Figure 1. Routing congestion map.
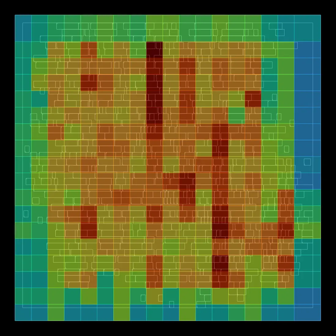
Figure 2. Where the registers sit.
Scale bar: 50 um.
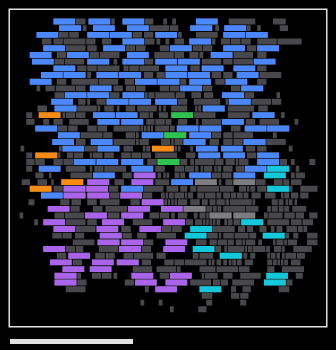
Figure 3. Cells coloured by class.
Scale bar: 50 um.
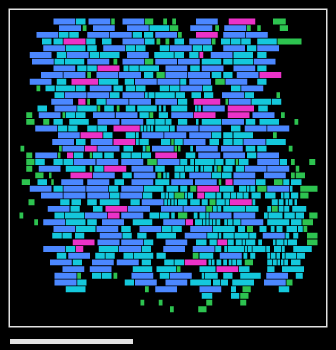
[config.mk]
export PLATFORM = sky130hd
export DESIGN_NAME = rca_cpu_reg_config_unit_flat
export DESIGN_NICKNAME = d
export VERILOG_FILES = /design/src/rtl/rca_cpu_reg_config_unit_if.sv /design/src/rtl/rca_cpu_reg_config_unit.sv /design/src/flat_wrapper.sv
export SDC_FILE = /design/constraint.sdc
export NUM_CORES = 1
export LEC_CHECK = 0
export CORE_MARGIN = 3
export CORE_UTILIZATION = 53
export DETAILED_ROUTE_END_ITERATION = 12
export GPL_TIMING_DRIVEN = 0
export HOLD_SLACK_MARGIN = 0.12
export MAX_ROUTING_LAYER = met4
export PLACE_DENSITY = 0.87
export SLEW_MARGIN = 20
export SYNTH_ARGS = -nofsm -noshare
export SYNTH_HDL_FRONTEND = slang
export SYNTH_SLANG_ARGS = --single-unit
[constraint.sdc]
create_clock -name clk -period 2.2 [get_ports clk]
set_clock_uncertainty 0.15 [all_clocks]
set_input_delay 0.33 -clock clk [delete_from_list [all_inputs] [get_ports clk]]
set_output_delay 0.33 -clock clk [all_outputs]
set_load 0.1 [all_outputs]
[src/rtl/rca_cpu_reg_config_unit_if.sv]
// Config-instruction handshake between issue and the RCA CPU register
// config unit. The issue side is the master; the config unit is the slave.
interface rca_cpu_reg_config_unit_if #(
  parameter int unsigned SELW = 2,
  parameter int unsigned PSW  = 3
);
  logic            valid;
  logic            ready;
  logic [SELW-1:0] rca_sel;
  logic            src_dest;
  logic [PSW-1:0]  port_sel;
  logic [4:0]      reg_addr;
  logic            done;

  modport master (
    output valid, rca_sel, src_dest, port_sel, reg_addr,
    input  ready, done
  );

  modport slave (
    input  valid, rca_sel, src_dest, port_sel, reg_addr,
    output ready, done
  );
endinterface

[src/rtl/rca_cpu_reg_config_unit.sv]
// Execution-side store for RCA CPU register mappings. Config instructions
// update per-RCA source/dest register tables, but only once the target RCA
// has no in-flight use instructions. decode_config layout: source port p at
// [5*p +: 5], dest port w at [5*(NUM_READ_PORTS+w) +: 5].
module rca_cpu_reg_config_unit #(
  parameter int unsigned NUM_RCAS        = 4,
  parameter int unsigned NUM_READ_PORTS  = 5,
  parameter int unsigned NUM_WRITE_PORTS = 2,
  parameter int unsigned MAX_INFLIGHT    = 7,
  localparam int unsigned SELW = $clog2(NUM_RCAS),
  localparam int unsigned PSW  = $clog2(NUM_READ_PORTS),
  localparam int unsigned CW   = $clog2(MAX_INFLIGHT + 1),
  localparam int unsigned CFGW = 5 * (NUM_READ_PORTS + NUM_WRITE_PORTS)
) (
  input  logic            clk,
  input  logic            rst_n,
  rca_cpu_reg_config_unit_if.slave cfg,
  input  logic            use_issue,
  input  logic [SELW-1:0] use_issue_sel,
  input  logic            use_complete,
  input  logic [SELW-1:0] use_complete_sel,
  input  logic [SELW-1:0] decode_rca_sel,
  output logic [CFGW-1:0] decode_config,
  output logic            use_stall
);

  localparam logic [1:0] IDLE  = 2'd0;
  localparam logic [1:0] DRAIN = 2'd1;
  localparam logic [1:0] WRITE = 2'd2;

  logic [1:0]      state, state_nxt;
  logic [SELW-1:0] lat_sel;
  logic            lat_dst;
  logic [PSW-1:0]  lat_port;
  logic [4:0]      lat_addr;

  logic [4:0]    src_tab [NUM_RCAS][NUM_READ_PORTS];
  logic [4:0]    dst_tab [NUM_RCAS][NUM_WRITE_PORTS];
  logic [CW-1:0] inflight     [NUM_RCAS];
  logic [CW-1:0] inflight_nxt [NUM_RCAS];

  logic [NUM_RCAS-1:0] issue_hit, complete_hit;
  logic cfg_sel_free, lat_drained;

  // Next in-flight counts: issue/complete decoded per RCA, saturating at both ends
  always_comb begin
    issue_hit    = '0;
    complete_hit = '0;
    for (int unsigned r = 0; r < NUM_RCAS; r++) begin
      issue_hit[r]    = use_issue && (use_issue_sel == SELW'(r));
      complete_hit[r] = use_complete && (use_complete_sel == SELW'(r));
      inflight_nxt[r] = inflight[r];
      if (issue_hit[r] && !complete_hit[r] && inflight[r] != CW'(MAX_INFLIGHT))
        inflight_nxt[r] = inflight[r] + CW'(1);
      else if (complete_hit[r] && !issue_hit[r] && inflight[r] != '0)
        inflight_nxt[r] = inflight[r] - CW'(1);
    end
  end

  // Drain status of the incoming and the latched target RCA
  always_comb begin
    cfg_sel_free = 1'b0;
    lat_drained  = 1'b0;
    for (int unsigned r = 0; r < NUM_RCAS; r++) begin
      if (cfg.rca_sel == SELW'(r))
        cfg_sel_free = (inflight[r] == '0) && !issue_hit[r];
      // Looking at the post-update count lets WRITE follow the last completion directly
      if (lat_sel == SELW'(r))
        lat_drained = (inflight_nxt[r] == '0);
    end
  end

  // Config FSM next state
  always_comb begin
    state_nxt = state;
    case (state)
      IDLE:    if (cfg.valid) state_nxt = cfg_sel_free ? WRITE : DRAIN;
      DRAIN:   if (lat_drained) state_nxt = WRITE;
      WRITE:   state_nxt = IDLE;
      default: state_nxt = IDLE;
    endcase
  end

  // FSM state and latched config instruction
  always_ff @(posedge clk or negedge rst_n) begin
    if (!rst_n) begin
      state    <= IDLE;
      lat_sel  <= '0;
      lat_dst  <= 1'b0;
      lat_port <= '0;
      lat_addr <= '0;
    end else begin
      state <= state_nxt;
      if (state == IDLE && cfg.valid) begin
        lat_sel  <= cfg.rca_sel;
        lat_dst  <= cfg.src_dest;
        lat_port <= cfg.port_sel;
        lat_addr <= cfg.reg_addr;
      end
    end
  end

  // Table update in WRITE; out-of-range ports match no entry, so the write is dropped
  always_ff @(posedge clk or negedge rst_n) begin
    if (!rst_n) begin
      for (int unsigned r = 0; r < NUM_RCAS; r++) begin
        for (int unsigned p = 0; p < NUM_READ_PORTS; p++) src_tab[r][p] <= '0;
        for (int unsigned w = 0; w < NUM_WRITE_PORTS; w++) dst_tab[r][w] <= '0;
      end
    end else if (state == WRITE) begin
      for (int unsigned r = 0; r < NUM_RCAS; r++) begin
        for (int unsigned p = 0; p < NUM_READ_PORTS; p++)
          if (lat_sel == SELW'(r) && !lat_dst && lat_port == PSW'(p))
            src_tab[r][p] <= lat_addr;
        for (int unsigned w = 0; w < NUM_WRITE_PORTS; w++)
          if (lat_sel == SELW'(r) && lat_dst && lat_port == PSW'(w))
            dst_tab[r][w] <= lat_addr;
      end
    end
  end

  // In-flight counter registers
  always_ff @(posedge clk or negedge rst_n) begin
    if (!rst_n) begin
      for (int unsigned r = 0; r < NUM_RCAS; r++) inflight[r] <= '0;
    end else begin
      for (int unsigned r = 0; r < NUM_RCAS; r++) inflight[r] <= inflight_nxt[r];
    end
  end

  // Decode-stage view of the selected RCA's tables (no same-cycle write bypass)
  always_comb begin
    decode_config = '0;
    for (int unsigned r = 0; r < NUM_RCAS; r++) begin
      if (decode_rca_sel == SELW'(r)) begin
        for (int unsigned p = 0; p < NUM_READ_PORTS; p++)
          decode_config[5*p +: 5] = src_tab[r][p];
        for (int unsigned w = 0; w < NUM_WRITE_PORTS; w++)
          decode_config[5*(NUM_READ_PORTS+w) +: 5] = dst_tab[r][w];
      end
    end
  end

  assign cfg.ready = (state == IDLE);
  assign cfg.done  = (state == WRITE);
  assign use_stall = (state != IDLE) && (decode_rca_sel == lat_sel);

endmodule

[src/flat_wrapper.sv]
// flat-port wrapper written by rule: the top's interface ports become plain ports
module rca_cpu_reg_config_unit_flat 
#(
  parameter int unsigned NUM_RCAS        = 4,
  parameter int unsigned NUM_READ_PORTS  = 5,
  parameter int unsigned NUM_WRITE_PORTS = 2,
  parameter int unsigned MAX_INFLIGHT    = 7,
  localparam int unsigned SELW = $clog2(NUM_RCAS),
  localparam int unsigned PSW  = $clog2(NUM_READ_PORTS),
  localparam int unsigned CW   = $clog2(MAX_INFLIGHT + 1),
  localparam int unsigned CFGW = 5 * (NUM_READ_PORTS + NUM_WRITE_PORTS)
)
  (clk, rst_n, use_issue, use_issue_sel, use_complete, use_complete_sel, decode_rca_sel, decode_config, use_stall, cfg_valid, cfg_rca_sel, cfg_src_dest, cfg_port_sel, cfg_reg_addr, cfg_ready, cfg_done);
  rca_cpu_reg_config_unit_if #(.SELW(2), .PSW(3)) cfg_i ();
  input  logic clk;
  input  logic rst_n;
  input  logic use_issue;
  input  logic [SELW-1:0] use_issue_sel;
  input  logic use_complete;
  input  logic [SELW-1:0] use_complete_sel;
  input  logic [SELW-1:0] decode_rca_sel;
  output logic [CFGW-1:0] decode_config;
  output logic use_stall;
  input wire logic [$bits(cfg_i.valid)-1:0] cfg_valid;
  input wire logic [$bits(cfg_i.rca_sel)-1:0] cfg_rca_sel;
  input wire logic [$bits(cfg_i.src_dest)-1:0] cfg_src_dest;
  input wire logic [$bits(cfg_i.port_sel)-1:0] cfg_port_sel;
  input wire logic [$bits(cfg_i.reg_addr)-1:0] cfg_reg_addr;
  output wire logic [$bits(cfg_i.ready)-1:0] cfg_ready;
  output wire logic [$bits(cfg_i.done)-1:0] cfg_done;
  assign cfg_i.valid = cfg_valid;
  assign cfg_i.rca_sel = cfg_rca_sel;
  assign cfg_i.src_dest = cfg_src_dest;
  assign cfg_i.port_sel = cfg_port_sel;
  assign cfg_i.reg_addr = cfg_reg_addr;
  assign cfg_ready = cfg_i.ready;
  assign cfg_done = cfg_i.done;
  rca_cpu_reg_config_unit #(.NUM_RCAS(NUM_RCAS), .NUM_READ_PORTS(NUM_READ_PORTS), .NUM_WRITE_PORTS(NUM_WRITE_PORTS), .MAX_INFLIGHT(MAX_INFLIGHT)) u_core (.clk(clk), .rst_n(rst_n), .cfg(cfg_i), .use_issue(use_issue), .use_issue_sel(use_issue_sel), .use_complete(use_complete), .use_complete_sel(use_complete_sel), .decode_rca_sel(decode_rca_sel), .decode_config(decode_config), .use_stall(use_stall));
endmodule
==> flow.log <==
[metrics] run summary
INFO  metric timing.critical_path.from = u_core.inflight[10]$_DFF_PN0_
INFO  metric cp_slowest_stage_delay = 0.41 ns
INFO  metric synth_largest_type_area_fraction = 0.520
INFO  metric violated_checks = negative setup slack
INFO  metric cpMostUsedCell = sky130_fd_sc_hd__nor4b_4
INFO  metric insertion_delay = 0.44 ns
INFO  metric ys_async_sr_fraction = 1.00
INFO  metric power_clock = 0.00336 W
INFO  metric crit_buf_inv = 1
INFO  metric fp.dieW = around 130 um
INFO  metric layout_setup_ws = -0.0510 ns
INFO  metric setup_viol = 2
INFO  metric htree_num_levels = 4
INFO  metric list_of_cells_traversed_by_the_critical_path = ha_2 > ha_4 > nor4b_4 > buf_4 > nand2_2 > a211oi_2 > o21bai_4 > nor4b_4 > o31a_1
INFO  metric drt_iter0_markers = roughly 440
INFO  metric crit_family = AND-OR/OR-AND gates
INFO  metric detailedRoute.firstPassIterationCount = 5
INFO  metric starting_density_of_the_core = 0.545
INFO  metric synth_flops = 165
INFO  metric final_min_period = 2.25 ns
INFO  metric area.growth.synth_to_final = 21.4%
INFO  metric cp-start-kind = register
INFO  metric post_synthesis_mux_area_share = 0.316
INFO  metric switching_power = 0.00497 W
INFO  metric clock_tree_from_tritoncts = yes
INFO  metric first_global_vias = ~5500
INFO  metric crit_required = 2.37 ns
INFO  metric ant_nets = 0
INFO  metric cp.arrival = 2.42 ns
INFO  metric grt_busiest_layer = met2
INFO  metric synth.logic.top_family = multiplexers
INFO  metric r2r_start = u_core.inflight[10]$_DFF_PN0_
INFO  metric floorplan.die_area = about 0.016 sq mm
INFO  metric status = complete, but fails checks
INFO  metric sequentialPowerShare = 0.344
INFO  metric clkTransAtPathRegs = 0.07 ns
INFO  metric timing.slew.headroom = 0.522
INFO  metric max_clock_freq = about 0.44 GHz
INFO  metric boundaryPins = 60
INFO  metric ys_seq_frac = 0.520
INFO  metric p_leak = 4.57 nW
Notes on Figure 1 above:
global routing met3 resource utilization: 0.0465
global routing met2 resource utilization: 0.405
total global-route track usage: 0.249
met1 track demand over resource: 0.318
average detailed-routed wire length per instance: 22.8 um

Notes on Figure 2 above:
`u_core.lat_port`: in green, sequential cells 3. `u_core.lat_addr`: in orange, sequential cells 5, where middle left. `u_core.src_tab`: in blue, sequential cells 100. `u_core.inflight`: in cyan, sequential cells 12. `u_core.dst_tab`: in purple, sequential cells 40.
Another 5 sequential cells are not coloured.
sequential group power: 0.00433 W
area taken by flip-flops and latches: 0.00413 sq mm
register fraction of the total cell area: 0.428
post-layout utilization of the core: 0.661

Notes on Figure 3 above:
other buffers and delay cells: in green, cells 96. clock drivers and dummy loads: in magenta, cells 32. all other logic: in cyan, cells 363. flip-flops: in blue, cells 165.
final design instance area without fill: 0.00965 sq mm
total number of placement rows: 44
core outline area: 0.0146 sq mm

flip-flops by register name, summed over array words and instances (netlist names):
register	flops
u_core.dst_tab	40
u_core.inflight	12
u_core.lat_addr	5
u_core.lat_dst	1
u_core.lat_port	3
u_core.lat_sel	2
u_core.src_tab	100
u_core.state	2
repair_timing:
item | CTS | global route
endpoints found under the setup margin | 69 | 66
setup buffers | 5 | 4
hold buffers | 1 | 0
hold endpoints to repair | 57 | 0
pin swaps | 10 | 7
resized | 225 | 29
cell usage in the layout, fill, tap and decap left out, drive strengths merged, types with 4 or more instances in the layout:
master,synthesis,layout
nand3,9,9
nor3b,7,7
clkbuf,23,43
ha,16,16
dfrtp,165,165
and3,5,5
xnor2,4,4
nor2,16,16
nor3,13,13
inv,14,18
bufinv,0,5
nand2,26,26
mux4,35,35
mux2,151,151
nor2b,5,5
a21oi,7,7
buf,5,52
clkdlybuf4s50,0,15
nand3b,4,4
o21ai,6,6
nand2b,6,6
through the flow:
stage               worst slack (ns)  hold slack, ns  utilization  setup TNS, ns  cells
finish                       -0.0510           0.249        0.661        -0.0780    840
global route                  -0.112           0.282        0.661         -0.217    840
CTS                          -0.0468           0.265        0.651        -0.0720    836
detailed placement             -1.19           0.128        0.605         -44.08    798
global placement               -5.52           0.331        0.603        -951.66    797
floorplan                   0.000423          -0.116            -              0    556
metal layers:
layer	wire, um	up-vias
met4	408	0
li1	-	2226
met1	7680	2757
met2	10000	205
met3	1050	39
met5	0	-
final cells by class:
class / instances / area share
sequential: 165 / 0.428
multi-input combinational: 349 / 0.402
timing repair buffer: 68 / 0.0551
clock buffer: 19 / 0.0470
tap: 184 / 0.0239
clock inverter: 13 / 0.0226
buffer: 28 / 0.0160
inverter: 14 / 0.00545
No activity file was given, so power comes from the tool's default toggle rates.
